$ cat src/rtl/pes_gray_counter_if.sv
// Control and status bundle for pes_gray_counter: step/load controls in,
// binary/Gray count and terminal flags out.
interface pes_gray_counter_if #(
   parameter int WIDTH = 4
);
   logic             en;
   logic             up;
   logic             ld;
   logic [WIDTH-1:0] ld_b;
   logic [WIDTH-1:0] b;
   logic [WIDTH-1:0] g;
   logic             tc;
   logic             wrap;

   modport master (
      output en, up, ld, ld_b,
      input  b, g, tc, wrap
   );

   modport slave (
      input  en, up, ld, ld_b,
      output b, g, tc, wrap
   );
endinterface

$ cat src/rtl/pes_gray_counter.sv
// Registered up/down binary counter with a Gray-coded view registered on the
// same edge, synchronous load, wrap or saturate at the ends, and end flags.
module pes_gray_counter #(
   parameter int               WIDTH    = 4,
   parameter logic [WIDTH-1:0] RST_VAL  = '0,
   parameter bit               SATURATE = 1'b0
) (
   input logic              clk,
   input logic              rst_n,
   pes_gray_counter_if.slave bus
);

   localparam logic [WIDTH-1:0] MAX       = '1;
   localparam logic [WIDTH-1:0] ZERO      = '0;
   localparam logic [WIDTH-1:0] ONE       = {{(WIDTH-1){1'b0}}, 1'b1};
   localparam logic [WIDTH-1:0] RST_GRAY  = RST_VAL ^ (RST_VAL >> 1);

   logic [WIDTH-1:0] b_q;
   logic [WIDTH-1:0] g_q;
   logic             wrap_q;
   logic [WIDTH-1:0] b_next;
   logic             wrap_next;

   // Load beats enable beats hold; the end-of-range case either wraps
   // (flagging it) or sticks, depending on SATURATE.
   always_comb begin
      b_next    = b_q;
      wrap_next = 1'b0;
      if (bus.ld) begin
         b_next = bus.ld_b;
      end else if (bus.en) begin
         if (bus.up) begin
            if (b_q != MAX) begin
               b_next = b_q + ONE;
            end else if (!SATURATE) begin
               b_next    = ZERO;
               wrap_next = 1'b1;
            end
         end else begin
            if (b_q != ZERO) begin
               b_next = b_q - ONE;
            end else if (!SATURATE) begin
               b_next    = MAX;
               wrap_next = 1'b1;
            end
         end
      end
   end

   // Gray is derived from the next binary value so both views change together.
   always_ff @(posedge clk or negedge rst_n) begin
      if (!rst_n) begin
         b_q    <= RST_VAL;
         g_q    <= RST_GRAY;
         wrap_q <= 1'b0;
      end else begin
         b_q    <= b_next;
         g_q    <= b_next ^ (b_next >> 1);
         wrap_q <= wrap_next;
      end
   end

   assign bus.b    = b_q;
   assign bus.g    = g_q;
   assign bus.wrap = wrap_q;
   assign bus.tc   = (bus.up && (b_q == MAX)) || (!bus.up && (b_q == ZERO));

endmodule

$ cat src/flat_wrapper.sv
// flat-port wrapper written by rule: the top's interface ports become plain ports
module pes_gray_counter_flat 
#(
   parameter int               WIDTH    = 4,
   parameter logic [WIDTH-1:0] RST_VAL  = '0,
   parameter bit               SATURATE = 1'b0
)
  (clk, rst_n, bus_en, bus_up, bus_ld, bus_ld_b, bus_b, bus_g, bus_tc, bus_wrap);
  pes_gray_counter_if #(.WIDTH(WIDTH)) bus_i ();
  input logic clk;
  input logic rst_n;
  input wire logic [$bits(bus_i.en)-1:0] bus_en;
  input wire logic [$bits(bus_i.up)-1:0] bus_up;
  input wire logic [$bits(bus_i.ld)-1:0] bus_ld;
  input wire logic [$bits(bus_i.ld_b)-1:0] bus_ld_b;
  output wire logic [$bits(bus_i.b)-1:0] bus_b;
  output wire logic [$bits(bus_i.g)-1:0] bus_g;
  output wire logic [$bits(bus_i.tc)-1:0] bus_tc;
  output wire logic [$bits(bus_i.wrap)-1:0] bus_wrap;
  assign bus_i.en = bus_en;
  assign bus_i.up = bus_up;
  assign bus_i.ld = bus_ld;
  assign bus_i.ld_b = bus_ld_b;
  assign bus_b = bus_i.b;
  assign bus_g = bus_i.g;
  assign bus_tc = bus_i.tc;
  assign bus_wrap = bus_i.wrap;
  pes_gray_counter #(.WIDTH(WIDTH), .RST_VAL(RST_VAL), .SATURATE(SATURATE)) u_core (.clk(clk), .rst_n(rst_n), .bus(bus_i));
endmodule
$ cat config.mk
export PLATFORM = sky130hd
export DESIGN_NAME = pes_gray_counter_flat
export DESIGN_NICKNAME = d
export VERILOG_FILES = /design/src/rtl/pes_gray_counter_if.sv /design/src/rtl/pes_gray_counter.sv /design/src/flat_wrapper.sv
export SDC_FILE = /design/constraint.sdc
export NUM_CORES = 1
export LEC_CHECK = 0
export ABC_AREA = 1
export CORE_AREA = 2 2 39 41
export DETAILED_ROUTE_END_ITERATION = 10
export DIE_AREA = 0 0 41 43
export MAX_ROUTING_LAYER = met4
export PLACE_DENSITY_LB_ADDON = 0.15
export SLEW_MARGIN = 5
export SYNTH_ARGS = -nofsm -noshare
export SYNTH_HDL_FRONTEND = slang
export SYNTH_SLANG_ARGS = --single-unit
$ cat constraint.sdc
create_clock -name clk -period 1.6 [get_ports clk]
set_input_delay 0.24 -clock clk [delete_from_list [all_inputs] [get_ports clk]]
set_output_delay 0.24 -clock clk [all_outputs]
set_load 0.01 [all_outputs]
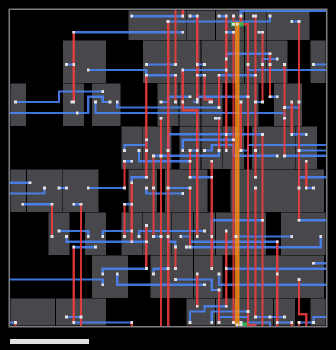
(run_1/closeup.png)
Bar = 5 um. Window x 10 to 30, y 20 to 40 um. Cells in gray, sequential cells in the stronger gray; small squares are vias.
[red] M2
[orange] M4
[blue] M1
[green] M3
sequential cells in the window: 0
cells with their middle in the window: 48
most frequent: nand2_1 (12), nand3_1 (6), buf_4 (6)

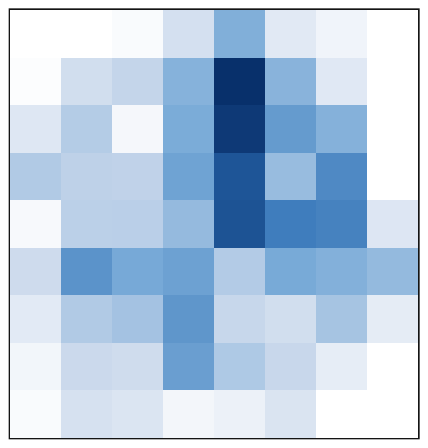
(run_1/route_heat.png)
The die is cut into 8 by 9 equal tiles; white is low, dark blue is high, scaled to the fullest tile. Values are wire area over tile area, all layers added.
tiles over half the peak: 21%
nearly empty tiles: 14%
densest ninth of the die: middle
fullest tile: 0.38
WL final: 1240 um
Vias: 546
routed len/inst: 10.4 um

==> Slide: Implementation Results <==
Synthesis and Place & Route Summary

CTS
  – Cts bufs inserted: 3
  – Clock-pin slew on the worst setup and hold paths: 0.05 ns
  – Resize count post-CTS: 8
  – Cts hold-fix bufs: 0
  – Max clock buf depth: 2
  – H-tree lvl count: 1
  – Clk sink count: 8

Logic synthesis
  – XOR/XNOR Area Share: 0.0513
  – Adder Share, Synth: 0.0489
  – Basic Gates by Area: 0.374
  – Top cells, area: dfrtp_1, nand2_1, nand3_1
  – Post-synth EDFFs: 0
  – Main flop type: dfrtp_1
  – Yosys stat cell total: 70
  – Syn Inst Count: 70
  – Top cell area share: 0.391
  – Synth warn: 0
  – Synth Seq Share: 0.391
  – Synthesized area: 512 um^2
  – Yosys chip area: 512 um^2
  – Commonest cells post-synth: nand2_1, nand3_1, dfrtp_1, inv_1
  – Synth top cell by count: nand2_1

STA
  – RSZ-0062 raised after global routing: true
  – Hold WS: 0.257 ns
  – Slew margin rel.: 0.780
  – Least-Margin Pin Slew: 0.329 ns
  – Crit path time final: 1.55 ns
  – Fmax: 0.643 GHz
  – Setup WS post-layout: 0.0456 ns
  – Hold Fails Final Rpt: 0

Status
  – Status: finished, final reports clean

Worst setup path
  – Crit path kind: flip-flop to output pin
  – Crit path largest cell delay: 0.52 ns
  – FF-to-FF Start: u_core.bus.b[1]
  – Data required time of the worst path: 1.36 ns
  – Top delay family on crit path: buffers and inverters
  – Worst Setup End Kind: output pin
  – CP Data Arrival Time: 1.31 ns
  – Critical path, cell by cell: buf_4 > clkdlybuf4s50_1
  – Slowest cell on crit path: clkdlybuf4s50_1
  – Worst path depth: 2

Job
  – Max Cap Viol: 0
  – Tool warnings: 28

Placed design
  – Gpl congestion: 0.760
  – DP HPWL: 940 um
  – Dpl ws: -0.279 ns
  – Cell Area, Placed: 779 um^2

Finish
  – Commonest non-fill, non-tap cells in the layout: nand2_1, clkdlybuf4s50_1, buf_4
  – Invs w/o clock: 11
  – Fin nets: 117
  – Synth-to-layout area growth: 65.3%
  – Post-layout util: 0.611
  – # fillers: 137
  – Share of cells above drive strength 1: 0.317
  – Buffers excl. clock: 32
  – Logic area: 277 um^2
  – Max reg flops: 4
  – Sequential cell area share: 0.237
  – # diodes: 0
  – Fin area: 846 um^2
  – NonClk Buf Share: 0.337
  – Clock buf count: 3

Power
  – Sw frac: 0.304
  – Clk pwr share: 0.211
  – P_leak: 0.445 nW
  – P_comb: 0.289 mW
  – Comb pwr share: 0.424
  – Int Pwr: 0.475 mW
  – Top Consumer: combinational logic
  – Clk power: 0.144 mW

Global route
  – Largest net degree at the start of global routing: 9
  – Tot GR Track Use: 0.177
  – Met2 Use GR: 0.269
  – Met1 usage: 0.202
  – GR peak layer: met2
  – Initial antenna violation count: 0

Detailed routing
  – TritonRoute pass-1 iters: 4
  – 1st-iter DRT viols: 13
  – Max Used Layer: met4
  – Routed vias/inst: 4.55
  – Drt drc: 0

Die
  – Row cnt: 14
  – Die Span Y: 43 um
  – Chip Area: 1760 um^2
  – Tapcells inserted: 16
  – Initial Util: 0.370

Hold path
  – Hold crit path type: input port to async pin
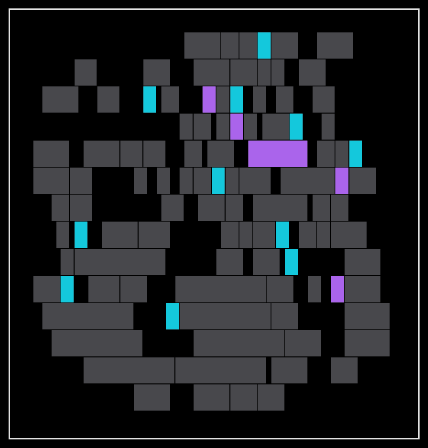
(run_1/gates.png)
[purple] nor cells | cells: 5 | most used: nor2_1
[cyan] inv cells | cells: 11 | most used: inv_1
combinational share of cell area: 0.327
Non-Filler Instances: 120
Top cell excl fill/tap: nand2_1

Power is estimated from default activity; no workload was simulated.
